## config.mk

```make
export PLATFORM = sky130hd
export DESIGN_NAME = acc_shifter
export DESIGN_NICKNAME = d
export VERILOG_FILES = /design/src/rtl/acc_shifter_pkg.sv /design/src/rtl/acc_shifter_piso32.sv /design/src/rtl/acc_shifter.sv
export SDC_FILE = /design/constraint.sdc
export NUM_CORES = 1
export LEC_CHECK = 0
export CAP_MARGIN = 0
export CORE_MARGIN = 2
export CORE_UTILIZATION = 45
export CTS_BUF_LIST = sky130_fd_sc_hd__clkbuf_4 sky130_fd_sc_hd__clkbuf_8
export DETAILED_ROUTE_END_ITERATION = 10
export HOLD_SLACK_MARGIN = 0.02
export PLACE_DENSITY_LB_ADDON = 0.15
export SLEW_MARGIN = 20
export SYNTH_ARGS = -nofsm -noshare
export SYNTH_HDL_FRONTEND = slang
export SYNTH_SLANG_ARGS = --single-unit
```

## constraint.sdc

```tcl
create_clock -name clk -period 2 [get_ports clk]
set_clock_uncertainty 0.1 [all_clocks]
set_input_delay 0.2 -clock clk [delete_from_list [all_inputs] [get_ports clk]]
set_output_delay 0.2 -clock clk [all_outputs]
set_load 0.01 [all_outputs]
```

## src/rtl/acc_shifter_pkg.sv

```systemverilog
// Shared types and constants for the accumulator read-out serializer.
package acc_shifter_pkg;

   localparam int unsigned WORD_W   = 32;
   localparam logic        SHT_KEEP = 1'b0;
   localparam logic        SHT_ZERO = 1'b1;

   typedef enum logic [1:0] {
      ST_IDLE,
      ST_READ,
      ST_WAIT,
      ST_SHIFT
   } state_t;

   function automatic int unsigned clog2(input int unsigned value);
      int unsigned r;
      r = 0;
      while ((64'd1 << r) < 64'(value)) r++;
      return r;
   endfunction

endpackage

```

## src/rtl/acc_shifter_piso32.sv

```systemverilog
// Parallel-load, right-shift register; bit 0 is the serial output.
module piso32
   import acc_shifter_pkg::*;
(
   input  logic              clk,
   input  logic              reset_n,
   input  logic              load,
   input  logic              shift,
   input  logic [WORD_W-1:0] din,
   output logic              dout
);

   logic [WORD_W-1:0] shreg;

   always_ff @(posedge clk) begin
      if (!reset_n) begin
         shreg <= '0;
      end else if (load) begin
         shreg <= din;
      end else if (shift) begin
         shreg <= {1'b0, shreg[WORD_W-1:1]};
      end
   end

   assign dout = shreg[0];

endmodule

```

## src/rtl/acc_shifter.sv

```systemverilog
// Walks img_size+1 SRAM words from start_addr and streams each one LSB-first,
// or streams the same number of zero words without reading the SRAM.
module acc_shifter
   import acc_shifter_pkg::*;
#(
   parameter  int unsigned SRAM_DEPTH = 1024,
   localparam int unsigned AW         = clog2(SRAM_DEPTH)
) (
   input  logic              clk,
   input  logic              reset_n,
   output logic              sram_en,
   output logic [AW-1:0]     sram_addr,
   input  logic [WORD_W-1:0] sram_data,
   input  logic              shift_start,
   output logic              shift_idle,
   input  logic              shift_ctrl,
   input  logic [AW-1:0]     start_addr,
   input  logic [AW-1:0]     img_size,
   output logic              serial_output,
   output logic              serial_start,
   output logic              serial_en
);

   localparam int unsigned BW = clog2(WORD_W);

   state_t          state, state_nxt;
   logic            ctrl_q;
   logic [AW-1:0]   base_q, size_q, word_cnt;
   logic [BW-1:0]   bit_cnt;
   logic            last_bit, last_word, shreg_bit;

   assign last_bit  = (bit_cnt == BW'(WORD_W - 1));
   assign last_word = (word_cnt == size_q);

   always_ff @(posedge clk) begin
      if (!reset_n) state <= ST_IDLE;
      else          state <= state_nxt;
   end

   always_comb begin
      state_nxt = state;
      case (state)
         ST_IDLE:  if (shift_start) state_nxt = ST_READ;
         ST_READ:  state_nxt = ST_WAIT;
         ST_WAIT:  state_nxt = ST_SHIFT;
         ST_SHIFT: if (last_bit) state_nxt = last_word ? ST_IDLE : ST_READ;
         default:  state_nxt = ST_IDLE;
      endcase
   end

   always_ff @(posedge clk) begin
      if (!reset_n) begin
         ctrl_q   <= SHT_KEEP;
         base_q   <= '0;
         size_q   <= '0;
         word_cnt <= '0;
         bit_cnt  <= '0;
      end else begin
         case (state)
            ST_IDLE: if (shift_start) begin
               ctrl_q   <= shift_ctrl;
               base_q   <= start_addr;
               size_q   <= img_size;
               word_cnt <= '0;
               bit_cnt  <= '0;
            end
            ST_SHIFT: begin
               // bit_cnt wraps to 0 after the last bit, ready for the next word
               bit_cnt <= bit_cnt + 1'b1;
               if (last_bit && !last_word) word_cnt <= word_cnt + 1'b1;
            end
            default: ;
         endcase
      end
   end

   always_comb begin
      shift_idle    = 1'b0;
      sram_en       = 1'b0;
      sram_addr     = '0;
      serial_en     = 1'b0;
      serial_start  = 1'b0;
      serial_output = 1'b0;
      case (state)
         ST_IDLE: shift_idle = 1'b1;
         ST_READ: if (ctrl_q == SHT_KEEP) begin
            sram_en   = 1'b1;
            sram_addr = base_q + word_cnt;
         end
         ST_SHIFT: begin
            serial_en     = 1'b1;
            serial_start  = (bit_cnt == '0);
            serial_output = shreg_bit;
         end
         default: ;
      endcase
   end

   piso32 u_piso (
      .clk     (clk),
      .reset_n (reset_n),
      .load    (state == ST_WAIT),
      .shift   (state == ST_SHIFT),
      .din     ((ctrl_q == SHT_ZERO) ? '0 : sram_data),
      .dout    (shreg_bit)
   );

endmodule

```

Fig. 1: run 1, wiring by layer
Drawn at 4 px/um. Two of the layers only.
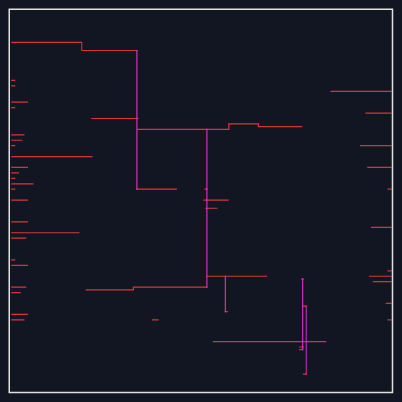
[metal 4] magenta | wire length: 118 um
[metal 3] red | wire length: 327 um

Fig. 2: run 1, placed standard cells
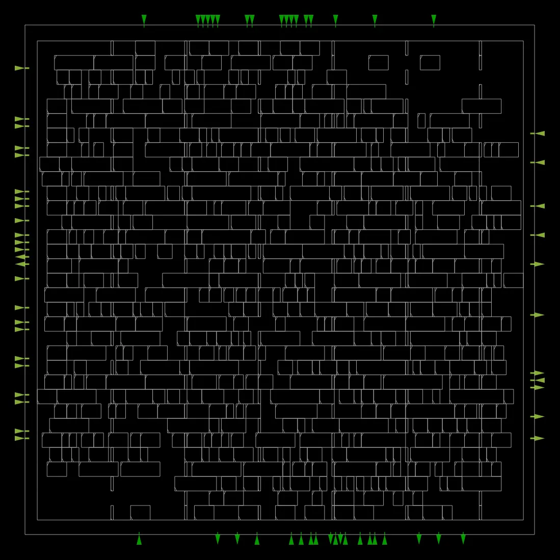
non-filler cells, final: 674
number of core rows: 33
flip-flop and latch share of the layout cell area: 26.1%

==> notes.md, run 1 <==
Implementation summary

The run finished, with violations left. The final reports fail on setup timing. The post-CTS clock slew at the launch and capture registers of the worst setup and hold paths is 80 ps.

The number of global-route vias before repair is 3300. CTS added clock buffers totalling 9. IR analysis of the VDD net gives a maximum drop of 591 uV. Yosys stat counts 454 cells in the synthesized netlist. The placement-stage worst setup slack is -545 ps. The critical path maximum fanout is 3. Among all stages on the critical path, the maximum delay recorded is 340 ps. The number of placed I/O pins is 71. Per the detailed placement report, the placed cell area equals 4860 sq um. Note, the detailed placer reported a final HPWL of ~6.2 mm. The share of the clock period used by the worst path after layout is 123%.

The worst setup path is of the reg2out kind. After the first detailed-routing iteration, the DRC count stood at 124. The number of antenna violations at the first check in global routing is 0. Summed over all failing endpoints, the final setup total negative slack is -2430 ps. The least setup slack across all paths after layout is -462 ps. STA classifies the critical path endpoint as an output port.

The launch point of the worst min-delay path is recorded as start_addr[8]. After detailed routing, the total wire length is 9.21 mm. The final count of pins violating max slew is 0. STA classifies the critical path startpoint as a flip-flop. The clock tree synthesis step divided the H-tree into 3 levels.

The critical path startpoint is word_cnt[0]. The average cell area after synthesis is 8.29 sq um. Once detail routing completed, the nets flagged for antenna violations numbered 0.

The aggregate global-route resource usage is 20.3%. More flip-flops sit in one register than any other, and that register is u_piso.shreg. The tally of unique sky130hd cells used after synthesis is 41. The average routed wire per standard cell is 13.7 um. STA lists the startpoint of the worst register-to-register path as bit_cnt[0]. The register with the most flip-flops in the layout has 32 of them. In the log, the iteration count for the first detailed-route pass is 4. In the synthesized netlist, the number of instances is 454. Looking at the critical path, the single cell with the biggest stage delay is sky130_fd_sc_hd__dfxtp_2. The finished design was reported to have a net count of 638.

The data required time at the worst endpoint is 1700 ps. For reference, the critical path cell chain is ha_4 > inv_2 > fa_2 > nor2b_2 > o21a_1 > o21a_1 > o21a_1 > o21a_1 > nor3_2 > buf_2. According to the Yosys statistics, the synthesized design has a chip area of 3760 sq um. The clock tree from TritonCTS is built. The worst hold margin is 309 ps.

The end point of the critical path is sram_addr[6]. In the Yosys report, the sequential cells make up 37.2% of the chip area. The total of endpoints with negative setup slack in the final report is 14.

The fraction of the core area covered by cells at the end of the flow is approximately two thirds. The maximum frequency from static timing analysis is 406 MHz. The transition time recorded at the tightest slew-check pin is 705 ps. Setup repair after global routing could not meet its margin everywhere. The arrival time of data at the critical path endpoint is 2160 ps. For this run, design rule violations remaining after detail routing come to 0. The synthesis report lists the Yosys warning total as 0.

The total area inside the core boundary comes to 8180 sq um. The clock passes through at most 2 buffers. The filler cells instantiated in the layout total between 600 and 700. The leakage component of the power was reported as ~2.1 nW. The die area is 9110 sq um.

The root buffer cell chosen for the clock tree is sky130_fd_sc_hd__clkbuf_8. The clock net sink count is around 70. For the worst reg-to-reg path, the endpoint reported by OpenROAD is word_cnt[3]. The ratio of cells with drive above 1 in the final layout is 24.8%.
Fig. 3: run 1, supply network
Drawn at 4 px/um. Pins as bars on the die edge.
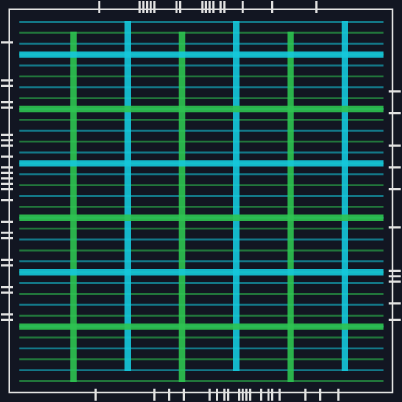
[VSS] green
[VDD] cyan
signal pins: 71
met4 straps: 6

Fig. 4: run 1, routed clock nets over the placement
Drawn at 6 px/um.
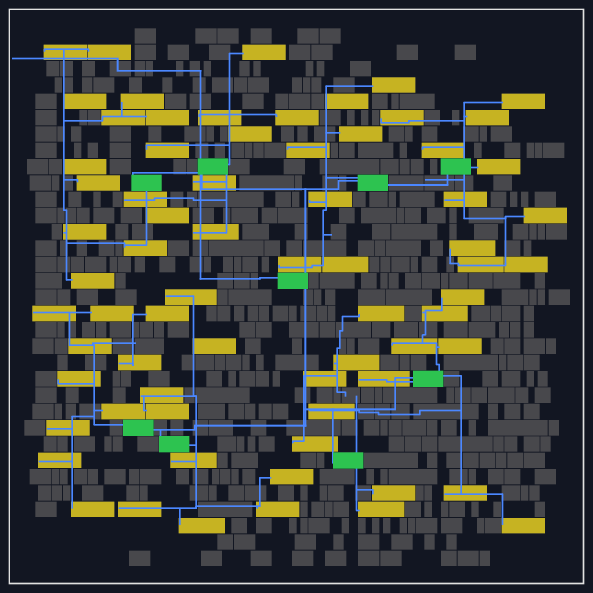
[clock drivers] green | count: 9
[flip-flops] yellow | count: 70
[clock wires] blue | length: 950 um
routed clock nets: 10
clock distribution power: 1.32 mW
Clk pwr share: 24.3%
clk ins delay skew pair: 350 ps

## run 1: routing by layer
metal,track usage (%),vias to the layer above,part of all wire (%)
li1,-,1755,-
met1,22.4,1574,43
met3,5.61,12,3.5
met4,5.24,0,1.3
met2,38.1,59,52
met5,0,-,0
## run 1: cells in the mapped netlist (all sizes together) (10+ instances only)
cell     n  area (sq um)
a21boi  23           173
a21oi   12          60.1
and2    34           213
clkbuf  21          80.1
dfxtp   70          1400
ha      17           213
inv     12          45.0
mux2i   33           330
nand2   86           323
nand3   10          50.1
nor2    14          52.6
nor2b   12          75.1
nor3    12          60.1
o21ai   41           205
xnor2   16           140
## run 1: cell type report
type                    count  area [sq um]  share of cell area (%)
multi-input cells         346          2520                    46.1
flip-flops and latches     70          1430                    26.1
repair buffers            125          1100                    20.2
clock buffers              11           151                    2.78
well taps                 105           131                    2.41
clock inverters             5          81.3                    1.49
inverters                  12          45.0                   0.826
## run 1: kinds of logic after synthesis
family	count (synthesis)	synth area share, %
AND-OR/OR-AND	93	16.0
XOR/XNOR	20	4.65
adder cells (fa/ha/maj)	18	6.18
buffers and inverters	38	4.22
flip-flops	70	37.2
multiplexers	33	8.77
AND/OR/NAND/NOR	182	23.0
## run 1: critical path: cells and delay by family, from the launching register on
| kind | cells | cell delay [ps] |
|---|---|---|
| compound gates | 4 | 740 |
| fa+ha+maj | 2 | 350 |
| flops | 1 | 340 |
| buf+inv | 2 | 200 |
| simple gates | 2 | 190 |
## run 1: power by group
group          total (mW)  internal (mW)  switching [mW]
registers            1.83           1.65           0.183
clock network        1.32          0.770           0.552
logic                2.29           1.10            1.19
## run 1: repair_timing
action                     4_1_cts  5_1_grt
pin swaps                       24       35
resized                         82       31
setup endpoints to repair       22       24
setup buffers                    8        7
hold endpoints to repair         0        0
--- run 2 (diff from run 1) ---
CORE_ASPECT_RATIO = 0.9   (was not set)
CTS_CLUSTER_SIZE = 14   (was not set)
Fig. 5: run 2, routed clock nets over the placement
Drawn at 6 px/um.
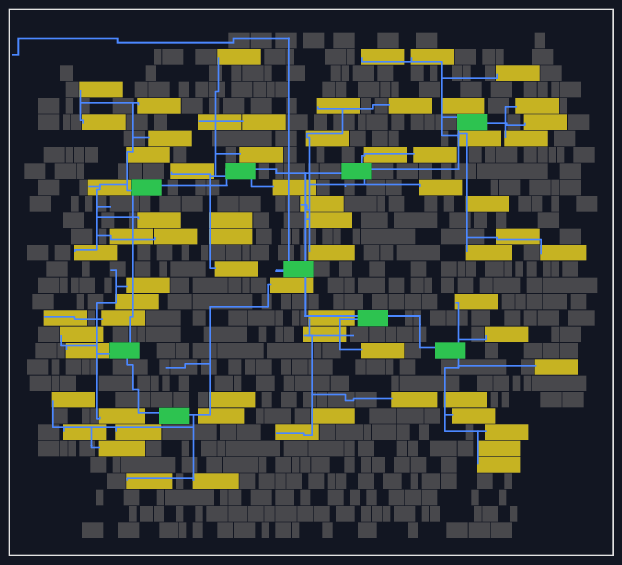
[clock wires] blue | length: 867 um
[clock drivers] green | count: 9
[flip-flops] yellow | count: 70
routed clock nets: 10
clk ins delay skew pair: 340 ps
clock distribution power: 1.14 mW
Clk pwr share: 21.5%

==> notes.md, run 2 <==
Implementation summary

The worst setup path category is reg2out (unchanged). The slew at the pin closest to its max-slew limit is 418 ps (was 705 ps). The basic-gate share of the synthesized area counting and, or, nand and nor cells is 23.0% (unchanged). The number of placed I/O pins is 71 (unchanged). Failing checks: setup timing (unchanged). The remaining number of nets flagged by the antenna check after routing was 0 (unchanged). The static leakage is 2.10 nW (was 2.05 nW). The placement-stage worst setup slack is -664 ps (was -545 ps).

The tally of yosys warning messages was 0 (unchanged). The ratio of cells with drive above 1 in the final layout is 25.0% (was 24.8%). The total wire length was 9.57 mm (was 9.21 mm). The maximum cell stage delay along the critical path came to 340 ps (about the same). The number of nets in the layout is 645 (was 638). The xor and xnor area share after synthesis is 4.65% (unchanged). Result of the run: finished, violations left (unchanged). The share of the clock period used by the worst path after layout is 125% (was 123%). The aggregate global-route resource usage is 21.1% (was 20.3%).

The highest metal layer used by the detailed router is met4 (unchanged). The launching element type of the critical path is a flip-flop (unchanged). The number of antenna violations at the first check in global routing was 0 (unchanged). The tally of unique sky130hd cells used after synthesis is 41 (unchanged). The number of cells in the yosys synthesis report is 454 (unchanged). Cells along the critical path: ha_4 > inv_2 > fa_2 > nor2b_2 > o21a_2 > o21a_1 > o21a_1 > o21a_1 > nor3_2 > buf_2 (was ha_4 > inv_2 > fa_2 > nor2b_2 > o21a_1 > o21a_1 > o21a_1 > o21a_1 > nor3_2 > buf_2).

The most popular library cell in the synthesized design by count is sky130_fd_sc_hd__nand2_1 (unchanged). The non-filler instance count after layout is 675 (was 674). The library cell contributing the largest single delay on the critical path is sky130_fd_sc_hd__dfxtp_2 (unchanged). The portion of the post-synthesis area used by sequential elements came to 37.2% (unchanged).

The maximum fanout count along the critical path came to 2 (was 3). The chip area from the yosys synthesis statistics is 3760 sq um (unchanged). The largest register by flop count is u_piso.shreg (unchanged). Unrepaired setup endpoints after global routing: true (unchanged). The worst flop-to-flop path startpoint is bit_cnt[1] (was bit_cnt[0]). The least setup slack across all paths after layout was -504 ps (was -462 ps).

The total of endpoints with negative setup slack in the final report is 11 (was 14). The maximum frequency from static timing analysis came to 399 MHz (was 406 MHz).
[run 2: worst max-delay path by stage]
stage,startpoint,endpoint
after CTS,word_cnt[0],sram_addr[6]
after floorplan,word_cnt[0],sram_addr[6]
after detailed placement,base_q[0],sram_addr[8]
final,word_cnt[0],sram_addr[6]
after global routing,word_cnt[0],sram_addr[6]
after global placement,base_q[0],sram_addr[6]
[run 2: cells by family after synthesis]
family,count (synthesis)
and+or+nand+nor,182
AOI/OAI and AO/OA,93
DFF,70
buffers and inverters,38
muxes,33
xor gates and xnor gates,20
adders and majority gates,18
[run 2: worst min-delay path, stage by stage]
cell,delay [ps]
sky130_fd_sc_hd__clkdlybuf4s50_1,390
sky130_fd_sc_hd__nand2_1,50
sky130_fd_sc_hd__a21boi_0,60
[run 2: power breakdown]
group          internal (mW)  switching (mW)
Sequential              1.64           0.175
Clock                  0.605           0.536
Combinational           1.15            1.21
[run 2: cell type report]
cell class	count	area (sq um)
inverter	12	47.5
clock inverter	6	61.3
multi-input combinational	346	2500
tap	99	124
clock buffer	10	138
fill	680	2590
sequential	70	1420
timing repair buffer	132	1190
[run 2: metal layers]
metal | up-vias | global-route usage, %
li1 | 1764 | -
met1 | 1618 | 28.5
met2 | 65 | 32.8
met3 | 9 | 5.50
met4 | 0 | 6.85
met5 | - | 0
[run 2: timing repair]
item / in CTS / in global routing
gates resized: 89 / 25
setup buffers: 11 / 5
gates cloned: 1 / 0
pin swaps: 33 / 23
setup endpoints to repair: 22 / 23
endpoints found under the hold margin: 0 / 0
[run 2: through the flow]
step | area [sq um] | util (%) | TNS [ps]
after global placement | 4870 | 60.4 | -2580
final | 5480 | 67.9 | -2370
after floorplan | 3790 | - | 0
after detailed placement | 4870 | 60.4 | -3290
after global routing | 5480 | 67.9 | -3830
after CTS | 5380 | 66.7 | -2800
--- run 3 (diff from run 2) ---
GPL_ROUTABILITY_DRIVEN = 1   (was not set)
Fig. 6: run 3, routed clock nets over the placement
Drawn at 6 px/um.
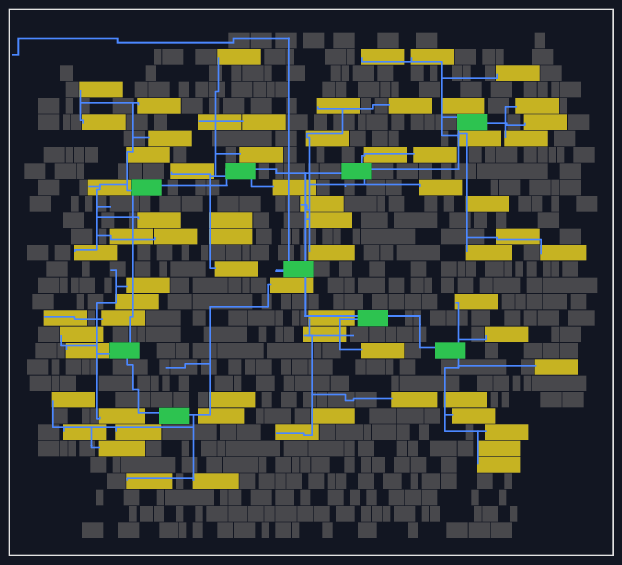
[flip-flops] yellow | count: 70
[clock wires] blue | length: 867 um
[clock drivers] green | count: 9
routed clock nets: 10

==> notes.md, run 3 <==
Implementation summary

Result of the run: finished, violations left (unchanged). Failing checks: setup timing (unchanged). The clock buffer and inverter area fraction after layout is 3.63% (unchanged).

The arrival time of data at the critical path endpoint is 2200 ps (about the same). The number of cells in the yosys synthesis report was 454 (unchanged). The worst setup path category is reg2out (unchanged). Unrepaired setup endpoints after global routing: true (unchanged). The tally of unique sky130hd cells used after synthesis is 41 (unchanged). The portion of synthesized cell area occupied by the leading cell type was 37.2% (unchanged). The largest register by flop count is u_piso.shreg (unchanged). The maximum frequency from static timing analysis is 399 MHz (unchanged). The die area was 9120 sq um (unchanged).

The final count of pins violating max slew came to 0 (unchanged). The number of search-and-repair iterations in the first detailed-routing pass came to 4 (unchanged). The power dissipated by switching net loads is 1.92 mW (unchanged). The clock group power is 1.14 mW (about the same).

The root buffer selected by CTS was sky130_fd_sc_hd__clkbuf_8 (unchanged). Cells along the critical path: ha_4 > inv_2 > fa_2 > nor2b_2 > o21a_2 > o21a_1 > o21a_1 > o21a_1 > nor3_2 > buf_2 (unchanged). The maximum root-to-sink buffer count was 2 (unchanged). The kind of end point of the critical path is an output port (unchanged). The group with the largest share of power is combinational cells (unchanged). The library cell contributing the largest single delay on the critical path is sky130_fd_sc_hd__dfxtp_2 (unchanged). The number of global-route vias before repair is 3278 (unchanged). The aggregate global-route resource usage is 21.1% (unchanged). The total core area is 8070 sq um (unchanged). The total of endpoints with negative setup slack in the final report came to 11 (unchanged). The average routed wire per standard cell was 14.2 um (unchanged). The share of the clock period used by the worst path after layout is 125% (unchanged). The storage element area is 1420 sq um (unchanged). The HPWL after detailed placement is 6.45 mm (unchanged). The fraction of area in non-clock buffers was 21.8% (unchanged). The flip-flop count of the largest register, all copies and words added is 32 (unchanged). The finished layout cell area came to 5480 sq um (unchanged). The number of logic inverters in the finished layout is 12 (unchanged). The number of antenna violations at the first check in global routing is 0 (unchanged). The cell class with the largest area share is multi-input combinational cells (unchanged).

The clock net sink count was 70 (unchanged). The post-CTS clock slew at the launch and capture registers of the worst setup and hold paths was 80 ps (about the same). Synth area leaders: sky130_fd_sc_hd__dfxtp_1 (37%), sky130_fd_sc_hd__mux2i_1 (8.8%), sky130_fd_sc_hd__nand2_1 (8.6%) (unchanged).

The cell row count is 31 (unchanged). The tally of yosys warning messages is 0 (unchanged). The switching share of power is 36.1% (unchanged).

The multi-input combinational gate total came to 346 (unchanged). The number of clock buffer instances in the layout is 10 (unchanged). The portion of the post-synthesis area used by sequential elements is 37.2% (unchanged). The fraction of power consumed by sequential logic is 34.2% (about the same). The power drawn by the sequential cells is 1.82 mW (about the same). The number of clock buffers inserted by TritonCTS is 9 (unchanged). The sequential cell count was 70 (unchanged). The cell-internal power was 3.40 mW (unchanged). The placement-stage worst setup slack is -664 ps (unchanged). The least setup slack across all paths after layout is -504 ps (unchanged). The number of H-tree levels is 3 (unchanged). The post-synthesis cell type with the largest combined area is sky130_fd_sc_hd__dfxtp_1 (unchanged).

The most popular library cell in the synthesized design by count is sky130_fd_sc_hd__nand2_1 (unchanged). The combinational gate area came to 2500 sq um (unchanged). The number of placed I/O pins is 71 (unchanged). The number of instances in the synthesized netlist is 454 (unchanged).
-- run 3: cell counts after synthesis --
Identical to the previous run, type by type.
-- run 3: worst max-delay path, delay by kind of cell, from the launching register on --
| family | cells | cell delay [ps] |
|---|---|---|
| AOI/OAI and AO/OA | 4 | 760 |
| adders and majority gates | 2 | 340 |
| buffers and inverters | 2 | 210 |
| DFF | 1 | 340 |
| and+or+nand+nor | 2 | 210 |
-- run 3: final timing paths --
kind                                      to  cells after the start          start
worst max-delay path            sram_addr[6]                     10    word_cnt[0]
worst min-delay path               base_q[1]                      3  start_addr[1]
worst max register to register   word_cnt[4]                      9     bit_cnt[1]
worst min register to register     base_q[9]                      2      base_q[9]
-- run 3: cell families (layout without fill, tap and decap cells) --
group / count (synthesis) / in the layout / share of synthesized area, %
compound gates: 93 / 93 / 16.0
flops: 70 / 70 / 37.2
simple gates: 182 / 182 / 23.0
mux: 33 / 33 / 8.77
xor+xnor: 20 / 20 / 4.65
buf+inv: 38 / 160 / 4.22
fa+ha+maj: 18 / 18 / 6.18
-- run 3: timing repair --
action,4_1_cts,5_1_grt
hold buffers,0,0
setup buffers,11,5
pin swaps,33,23
resized,89,25
cloned,1,0
endpoints found under the setup margin,22,23
-- run 3: through the flow --
stage               util (%)  hold WS (ps)  setup TNS, ps  instances
CTS                     66.7           286          -2800        672
global placement        60.4           357          -2580        644
global route            67.9           280          -3830        675
detailed placement      60.4           370          -3290        644
finish                  67.9           294          -2370        675
floorplan                  -           245              0        454
-- run 3: per-layer routing --
layer	track usage (%)	wire length, um	vias up
li1	-	-	1764
met1	28.5	4660	1618
met2	32.8	4490	65
met3	5.50	329	9
met4	6.85	88	0
met5	0	0	-

==> screenshots <==
Cells colored by class.
Drawn at 3 px/um. Fill, decap, tap and diode cells in gray.
(a)
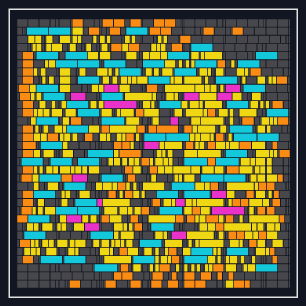
(b)
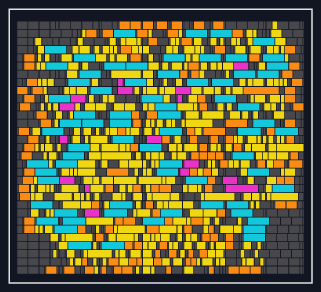
Run 3 is (b).
Run 1 is (a).

Key to (b):
[flops] cyan | cells: 70
[other buffers and delay cells] orange | cells: 132
[clock drivers and dummy loads] magenta | cells: 16
[combinational and other logic] yellow | cells: 358

Power and IR drop assume default switching activity.
